==> images/clock_wires.png <==
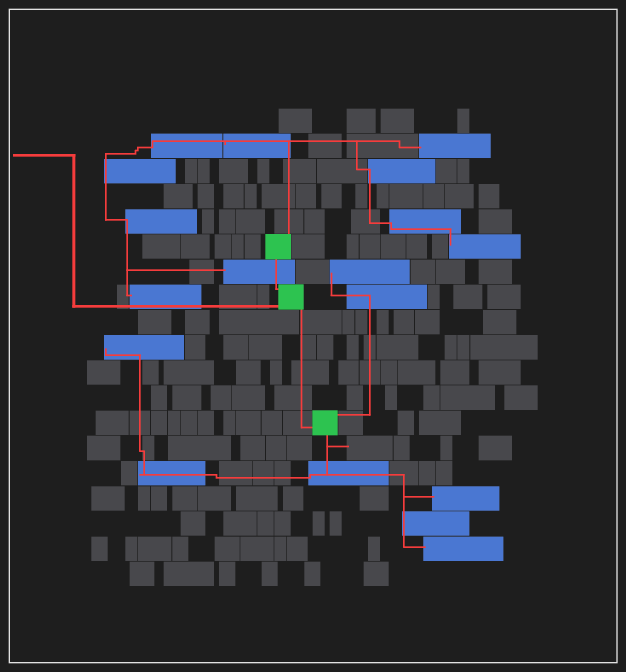
==> images/pinout.png <==
Pins as bars across the die edge, other pins in grey.
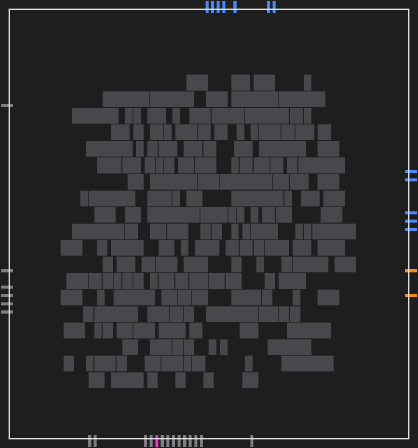
==> images/sizing.png <==
Bar = 20 microns.
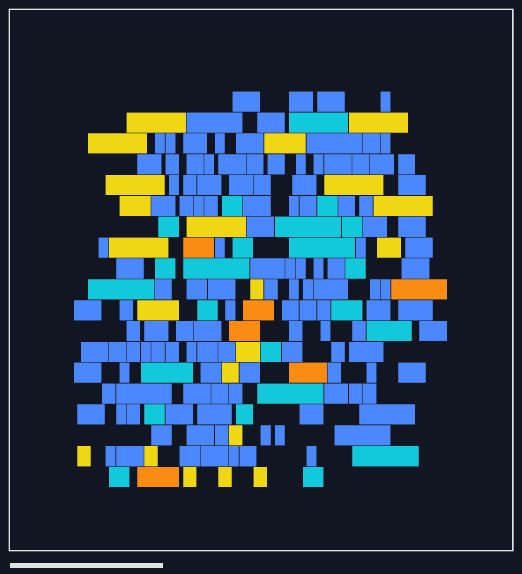
==> images/clock_nets.png <==
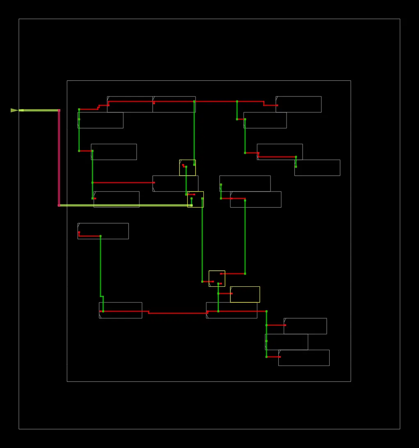
## src/rtl/ifmap_pkg.sv

```systemverilog
// Shared types and constants for the ifmap loader and the later router packetizer.
// Holds the loader state enum, default geometry, and 33-bit router packet field positions.
// No logic; imported by the loader RTL.
package ifmap_pkg;

  typedef enum logic [2:0] {
    S_IDLE    = 3'd0,
    S_LSTART  = 3'd1,
    S_WAIT_IN = 3'd2,
    S_SEND_TS = 3'd3,
    S_SEND_AD = 3'd4,
    S_SEND_DT = 3'd5,
    S_LDONE   = 3'd6
  } state_t;

  localparam int DEPTH_I_DEFAULT = 25;
  localparam int NUM_TS_DEFAULT  = 2;

  // Router packet layout, reserved for packetizing the replayed stream later.
  localparam int PKT_WIDTH     = 33;
  localparam int PKT_ADDR_HI   = 32;
  localparam int PKT_ADDR_LO   = 29;
  localparam int PKT_OPCODE_HI = 28;
  localparam int PKT_OPCODE_LO = 25;
  localparam int PKT_DATA_HI   = 24;
  localparam int PKT_DATA_LO   = 0;

endpackage

```

## src/rtl/ifmap_loader_if.sv

```systemverilog
// Handshake bundle between the ifmap loader, its spike source and the IMEM load port.
// Channels: in (spike stream), ls (load start), ts/ad/dt (pixel triple), ld (load done).
// master = loader side, slave = environment side (source + IMEM).
interface ifmap_loader_if #(
  parameter int WIDTH_addr = 12,
  parameter int WIDTH_ts   = 2
);

  logic                  in_valid;
  logic                  in_ready;
  logic                  in_spike;

  logic                  ls_valid;
  logic                  ls_ready;
  logic                  ls_data;

  logic                  ts_valid;
  logic                  ts_ready;
  logic [WIDTH_ts-1:0]   ts_data;

  logic                  ad_valid;
  logic                  ad_ready;
  logic [WIDTH_addr-1:0] ad_data;

  logic                  dt_valid;
  logic                  dt_ready;
  logic                  dt_data;

  logic                  ld_valid;
  logic                  ld_ready;
  logic                  ld_data;

  modport master (
    input  in_valid, in_spike,
    input  ls_ready, ts_ready, ad_ready, dt_ready, ld_ready,
    output in_ready,
    output ls_valid, ls_data,
    output ts_valid, ts_data,
    output ad_valid, ad_data,
    output dt_valid, dt_data,
    output ld_valid, ld_data
  );

  modport slave (
    output in_valid, in_spike,
    output ls_ready, ts_ready, ad_ready, dt_ready, ld_ready,
    input  in_ready,
    input  ls_valid, ls_data,
    input  ts_valid, ts_data,
    input  ad_valid, ad_data,
    input  dt_valid, dt_data,
    input  ld_valid, ld_data
  );

endinterface

```

## src/rtl/ifmap_loader.sv

```systemverilog
// Replays a flat spike stream onto IMEM's load port: ls token, (ts, addr, spike) per pixel, ld token.
// Latency: 4 cycles per pixel minimum, 1 + 4*NUM_TS*DEPTH_I^2 + 1 cycles per load.
// Backpressure: any ready low (or in_valid low) stalls in the current state; nothing dropped.
// Ports: i_clk, i_reset (sync, active-high), i_start (sampled in IDLE only),
//        o_busy (accepted start .. ld transfer), bus (ifmap_loader_if.master, all channels).
// Geometry limits: DEPTH_I^2 <= 2^WIDTH_addr, NUM_TS <= 2^WIDTH_ts - 1.
module ifmap_loader
  import ifmap_pkg::*;
#(
  parameter int DEPTH_I    = DEPTH_I_DEFAULT,
  parameter int NUM_TS     = NUM_TS_DEFAULT,
  parameter int WIDTH_addr = 12,
  parameter int WIDTH_ts   = 2
) (
  input  logic           i_clk,
  input  logic           i_reset,
  input  logic           i_start,
  output logic           o_busy,
  ifmap_loader_if.master bus
);

  localparam int                    NUM_PIX   = DEPTH_I * DEPTH_I;
  localparam logic [WIDTH_addr-1:0] LAST_ADDR = WIDTH_addr'(NUM_PIX - 1);
  localparam logic [WIDTH_ts-1:0]   FIRST_TS  = WIDTH_ts'(1);
  localparam logic [WIDTH_ts-1:0]   LAST_TS   = WIDTH_ts'(NUM_TS);

  state_t                r_state;
  state_t                w_state_nxt;
  logic [WIDTH_addr-1:0] r_addr;
  logic [WIDTH_ts-1:0]   r_ts;
  logic                  r_spike;

  logic w_load_begin;
  logic w_in_fire;
  logic w_dt_fire;
  logic w_last_addr;
  logic w_last_pix;

  assign w_load_begin = (r_state == S_IDLE) && i_start;
  assign w_in_fire    = (r_state == S_WAIT_IN) && bus.in_valid;
  assign w_dt_fire    = (r_state == S_SEND_DT) && bus.dt_ready;
  assign w_last_addr  = (r_addr == LAST_ADDR);
  assign w_last_pix   = w_last_addr && (r_ts == LAST_TS);

  // Data channels present the counters and the latched spike directly, so
  // they stay stable for as long as the matching valid is held.
  assign bus.ts_data = r_ts;
  assign bus.ad_data = r_addr;
  assign bus.dt_data = r_spike;
  assign bus.ls_data = 1'b1;
  assign bus.ld_data = 1'b1;

  // Busy is a pure state decode: rises the cycle after start is taken and
  // drops the cycle after the ld transfer returns the FSM to IDLE.
  assign o_busy = (r_state != S_IDLE);

  always_ff @(posedge i_clk) begin
    if (i_reset) begin
      r_state <= S_IDLE;
    end else begin
      r_state <= w_state_nxt;
    end
  end

  // Valids and in_ready depend only on r_state; readies only steer the next state.
  always_comb begin
    w_state_nxt  = r_state;
    bus.in_ready = 1'b0;
    bus.ls_valid = 1'b0;
    bus.ts_valid = 1'b0;
    bus.ad_valid = 1'b0;
    bus.dt_valid = 1'b0;
    bus.ld_valid = 1'b0;
    case (r_state)
      S_IDLE: begin
        if (i_start) w_state_nxt = S_LSTART;
      end
      S_LSTART: begin
        bus.ls_valid = 1'b1;
        if (bus.ls_ready) w_state_nxt = S_WAIT_IN;
      end
      S_WAIT_IN: begin
        bus.in_ready = 1'b1;
        if (bus.in_valid) w_state_nxt = S_SEND_TS;
      end
      S_SEND_TS: begin
        bus.ts_valid = 1'b1;
        if (bus.ts_ready) w_state_nxt = S_SEND_AD;
      end
      S_SEND_AD: begin
        bus.ad_valid = 1'b1;
        if (bus.ad_ready) w_state_nxt = S_SEND_DT;
      end
      S_SEND_DT: begin
        bus.dt_valid = 1'b1;
        if (bus.dt_ready) w_state_nxt = w_last_pix ? S_LDONE : S_WAIT_IN;
      end
      S_LDONE: begin
        bus.ld_valid = 1'b1;
        if (bus.ld_ready) w_state_nxt = S_IDLE;
      end
      default: w_state_nxt = S_IDLE;
    endcase
  end

  // Pixel counters. On the final pixel they hold rather than wrap so the
  // timestep field never overflows its width between loads.
  always_ff @(posedge i_clk) begin
    if (i_reset) begin
      r_addr  <= '0;
      r_ts    <= FIRST_TS;
      r_spike <= 1'b0;
    end else begin
      if (w_load_begin) begin
        r_addr <= '0;
        r_ts   <= FIRST_TS;
      end else if (w_dt_fire && !w_last_pix) begin
        if (w_last_addr) begin
          r_addr <= '0;
          r_ts   <= r_ts + 1'b1;
        end else begin
          r_addr <= r_addr + 1'b1;
        end
      end
      if (w_in_fire) r_spike <= bus.in_spike;
    end
  end

endmodule

```

## src/flat_wrapper.sv

```systemverilog
// flat-port wrapper written by rule: the top's interface ports become plain ports
module ifmap_loader_flat import ifmap_pkg::*;
#(
  parameter int DEPTH_I    = DEPTH_I_DEFAULT,
  parameter int NUM_TS     = NUM_TS_DEFAULT,
  parameter int WIDTH_addr = 12,
  parameter int WIDTH_ts   = 2
)
  (i_clk, i_reset, i_start, o_busy, bus_in_valid, bus_in_spike, bus_ls_ready, bus_ts_ready, bus_ad_ready, bus_dt_ready, bus_ld_ready, bus_in_ready, bus_ls_valid, bus_ls_data, bus_ts_valid, bus_ts_data, bus_ad_valid, bus_ad_data, bus_dt_valid, bus_dt_data, bus_ld_valid, bus_ld_data);
  ifmap_loader_if #(.WIDTH_addr(WIDTH_addr), .WIDTH_ts(WIDTH_ts)) bus_i ();
  input  logic i_clk;
  input  logic i_reset;
  input  logic i_start;
  output logic o_busy;
  input wire logic [$bits(bus_i.in_valid)-1:0] bus_in_valid;
  input wire logic [$bits(bus_i.in_spike)-1:0] bus_in_spike;
  input wire logic [$bits(bus_i.ls_ready)-1:0] bus_ls_ready;
  input wire logic [$bits(bus_i.ts_ready)-1:0] bus_ts_ready;
  input wire logic [$bits(bus_i.ad_ready)-1:0] bus_ad_ready;
  input wire logic [$bits(bus_i.dt_ready)-1:0] bus_dt_ready;
  input wire logic [$bits(bus_i.ld_ready)-1:0] bus_ld_ready;
  output wire logic [$bits(bus_i.in_ready)-1:0] bus_in_ready;
  output wire logic [$bits(bus_i.ls_valid)-1:0] bus_ls_valid;
  output wire logic [$bits(bus_i.ls_data)-1:0] bus_ls_data;
  output wire logic [$bits(bus_i.ts_valid)-1:0] bus_ts_valid;
  output wire logic [$bits(bus_i.ts_data)-1:0] bus_ts_data;
  output wire logic [$bits(bus_i.ad_valid)-1:0] bus_ad_valid;
  output wire logic [$bits(bus_i.ad_data)-1:0] bus_ad_data;
  output wire logic [$bits(bus_i.dt_valid)-1:0] bus_dt_valid;
  output wire logic [$bits(bus_i.dt_data)-1:0] bus_dt_data;
  output wire logic [$bits(bus_i.ld_valid)-1:0] bus_ld_valid;
  output wire logic [$bits(bus_i.ld_data)-1:0] bus_ld_data;
  assign bus_i.in_valid = bus_in_valid;
  assign bus_i.in_spike = bus_in_spike;
  assign bus_i.ls_ready = bus_ls_ready;
  assign bus_i.ts_ready = bus_ts_ready;
  assign bus_i.ad_ready = bus_ad_ready;
  assign bus_i.dt_ready = bus_dt_ready;
  assign bus_i.ld_ready = bus_ld_ready;
  assign bus_in_ready = bus_i.in_ready;
  assign bus_ls_valid = bus_i.ls_valid;
  assign bus_ls_data = bus_i.ls_data;
  assign bus_ts_valid = bus_i.ts_valid;
  assign bus_ts_data = bus_i.ts_data;
  assign bus_ad_valid = bus_i.ad_valid;
  assign bus_ad_data = bus_i.ad_data;
  assign bus_dt_valid = bus_i.dt_valid;
  assign bus_dt_data = bus_i.dt_data;
  assign bus_ld_valid = bus_i.ld_valid;
  assign bus_ld_data = bus_i.ld_data;
  ifmap_loader #(.DEPTH_I(DEPTH_I), .NUM_TS(NUM_TS), .WIDTH_addr(WIDTH_addr), .WIDTH_ts(WIDTH_ts)) u_core (.i_clk(i_clk), .i_reset(i_reset), .i_start(i_start), .o_busy(o_busy), .bus(bus_i));
endmodule
```

## config.mk

```make
export PLATFORM = sky130hd
export DESIGN_NAME = ifmap_loader_flat
export DESIGN_NICKNAME = d
export VERILOG_FILES = /design/src/rtl/ifmap_pkg.sv /design/src/rtl/ifmap_loader_if.sv /design/src/rtl/ifmap_loader.sv /design/src/flat_wrapper.sv
export SDC_FILE = /design/constraint.sdc
export NUM_CORES = 1
export LEC_CHECK = 0
export CORE_ASPECT_RATIO = 1.1
export CORE_MARGIN = 8
export CORE_UTILIZATION = 41
export CTS_CLUSTER_DIAMETER = 150
export CTS_CLUSTER_SIZE = 10
export DETAILED_ROUTE_END_ITERATION = 8
export GPL_TIMING_DRIVEN = 0
export PLACE_DENSITY = 0.73
export SLEW_MARGIN = 20
export SYNTH_ARGS = -nofsm -noshare
export SYNTH_HDL_FRONTEND = slang
export SYNTH_SLANG_ARGS = --single-unit
```

## constraint.sdc

```tcl
create_clock -name i_clk -period 1.65 [get_ports i_clk]
set_input_delay 0.33 -clock i_clk [delete_from_list [all_inputs] [get_ports i_clk]]
set_output_delay 0.33 -clock i_clk [all_outputs]
set_load 0.01 [all_outputs]
```

==> highlights.md <==
CTS
* 2 — Max Buffers Root-to-Sink
* 0.11 ns — CTS clock-pin slew for the worst setup and hold paths
* clkbuf_4 — clock root buffer

Global route
* 24.3% — met2 capacity usage during global routing
* met2 — most crowded layer after global routing
* 15.5% — met1 track demand over resource in global routing
* 0 — Overflow after GRT
* 13.8% — all-layer global routing usage
* 0 — number of antenna violations at the first check in global routing
* 1140 — via count of the first global-routing pass
* 5240 microns — first-pass GRT wire length

Run status
* complete, no violations — run status

Yosys
* 1100 sq um — area figure in the yosys stat output
* 0 — total number of yosys warnings
* 32.6% — register area share after synthesis
* 7.13% — Synth Area in XOR/XNOR
* 38 — post-synth cell types
* 34.5% — synthesized-area fraction occupied by and/or/nand/nor cells
* 3.40% — area fraction in full adders, half adders and majority gates
* 0% — Synth async-reset ratio
* simple AND/OR/NAND/NOR gates — biggest combinational cell group after synthesis

Pwr
* 0.653 nW — static leakage
* 30.3% — switching share of power
* 42.7% — part of the total power dissipated in sequential elements
* 1.07 mW — post-route total power
* 0.455 mW — sequential cell power
* 0.742 mW — internal power

Final layout
* 210 — filler-free cell count of the finished design
* 47.9% — area added between synthesis and finish
* 221 — layout filler cell count
* 27.9% — proportion of layout cells with a drive suffix above 1
* 7 — layout inverter count without the clock tree
* 4 — Layout clock buffers
* 389 sq um — Reg area
* 43.8% — multi-input combinational area share

Floorplan
* 34 — I/O pins
* 4610 sq um — die area
* 31 — number of well taps
* 19 — Core Rows

Critical path
* register — type of origin of the critical path
* 1 — logic depth of the worst setup path including buffers
* primary output — endpoint type of the worst setup path
* 1.32 ns — Required @ worst endpoint
* bus_ad_data[9] — Setup crit end
* 6 — FF-to-FF path depth
* u_core.bus.ad_data[10] — endpoint of the lowest-slack register-to-register path
* 5 — worst-path maximum fanout
* buffers and inverters — cell class contributing the biggest share of worst-path delay
* u_core.bus.ad_data[1] — startpoint of the most critical register-to-register path
* 1 — Critical path buffers and inverters
* clkdlybuf4s50_1 — crit path cell chain

Min path
* u_core.bus.dt_data — hold path start
* 2 — depth of the worst hold-timing path
* reg -> reg — Hold/Removal Path Class
* u_core.bus.dt_data — end point of the most critical hold path

Routing
* 88 — Iter 0 DRT Violations
* 4 — first-pass iteration count of the detailed router
* 1141 — Vias
* 5.43 — Vias/cell
* 15.2 microns — post-DR wirelength/cell
* met4 — highest metal layer used by the detailed router
* 0 — Detail Route Antenna Nets
* 1290 microns — WL met1

Timing
* 0 — number of endpoints with negative hold slack in the final report
* 0.475 ns — hold_ws
* 0 — number of pins with negative max-slew slack in the final report
* 0 — final-report setup violation count
* 1.60 ns — minimum clock period after layout

Placement
* 1460 sq um — post-place instance area
* 2300 microns — DPL Wire Length

Run
* 0 — MaxCap Viol Count

Back to the opening pictures, clock_wires.png:
legend:
  red:
    item: clock wires
    length: 259 microns
  green:
    item: clock-net drivers
    count: 3
  blue:
    item: flip-flops
    count: 18
routed clock nets: 4
clock network power: 0.277 mW
later-pin clock latency in the skew report: 0.29 ns
clock tree skew after final layout: 0.00388 ns
fraction of power consumed by the clock network: 26.0%

Back to the opening pictures, pinout.png:
legend:
  orange:
    port: bus_ts_data
    pins: 2
    direction: output
    edge: east
  magenta:
    port: bus_ts_ready
    pins: 1
    direction: input
    edge: south
  blue:
    port: bus_ad_data
    pins: 12
    direction: output
    edge: 7 north, 5 east
all pins by edge: 14 south, 7 east, 7 north, 6 west
horizontal die dimension: 65.5 microns
count of input and output buffers: 31

Back to the opening pictures, sizing.png:
legend:
  orange:
    size: x6 and larger
    cells: 6
    most_used: buf_6
  yellow:
    size: x2
    cells: 21
    most_used: dfxtp_2
  blue:
    size: x1 and smaller
    cells: 129
    most_used: clkdlybuf4s50_1
  cyan:
    size: x3 and x4
    cells: 23
    most_used: buf_4
non-clock buffer count in the final layout: 46
Final Cell Area: 1630 sq um

Back to the opening pictures, clock_nets.png:
clock buffers created by TritonCTS: 3
number of flip-flops and latches: 18

[synth_stat cells, types with 4 or more instances]
cell type | count | share of area, %
dfxtp_1 | 18 | 33
nor2_1 | 15 | 5.1
nand2_1 | 11 | 3.7
nand3_1 | 9 | 4.1
inv_1 | 7 | 2.4
xnor2_1 | 7 | 5.5
a21oi_1 | 6 | 2.7
nand4_1 | 6 | 3.4
nor3_1 | 5 | 2.3
nor4_1 | 4 | 2.3
o21ai_0 | 4 | 1.8
[timing repair]
item	4_1_cts	5_1_grt
cloned	0	0
buffers inserted	5	3
pin swaps	2	2
setup endpoints to repair	22	25
resized	46	19
hold endpoints to repair	0	0
[sequential cells by signal, indices dropped and copies added, names as in the netlist]
name and flops:
u_core.bus.dt_data 1, u_core.bus.ts_data 2, u_core.r_state 3, u_core.bus.ad_data 12
Power and IR drop assume default switching activity.
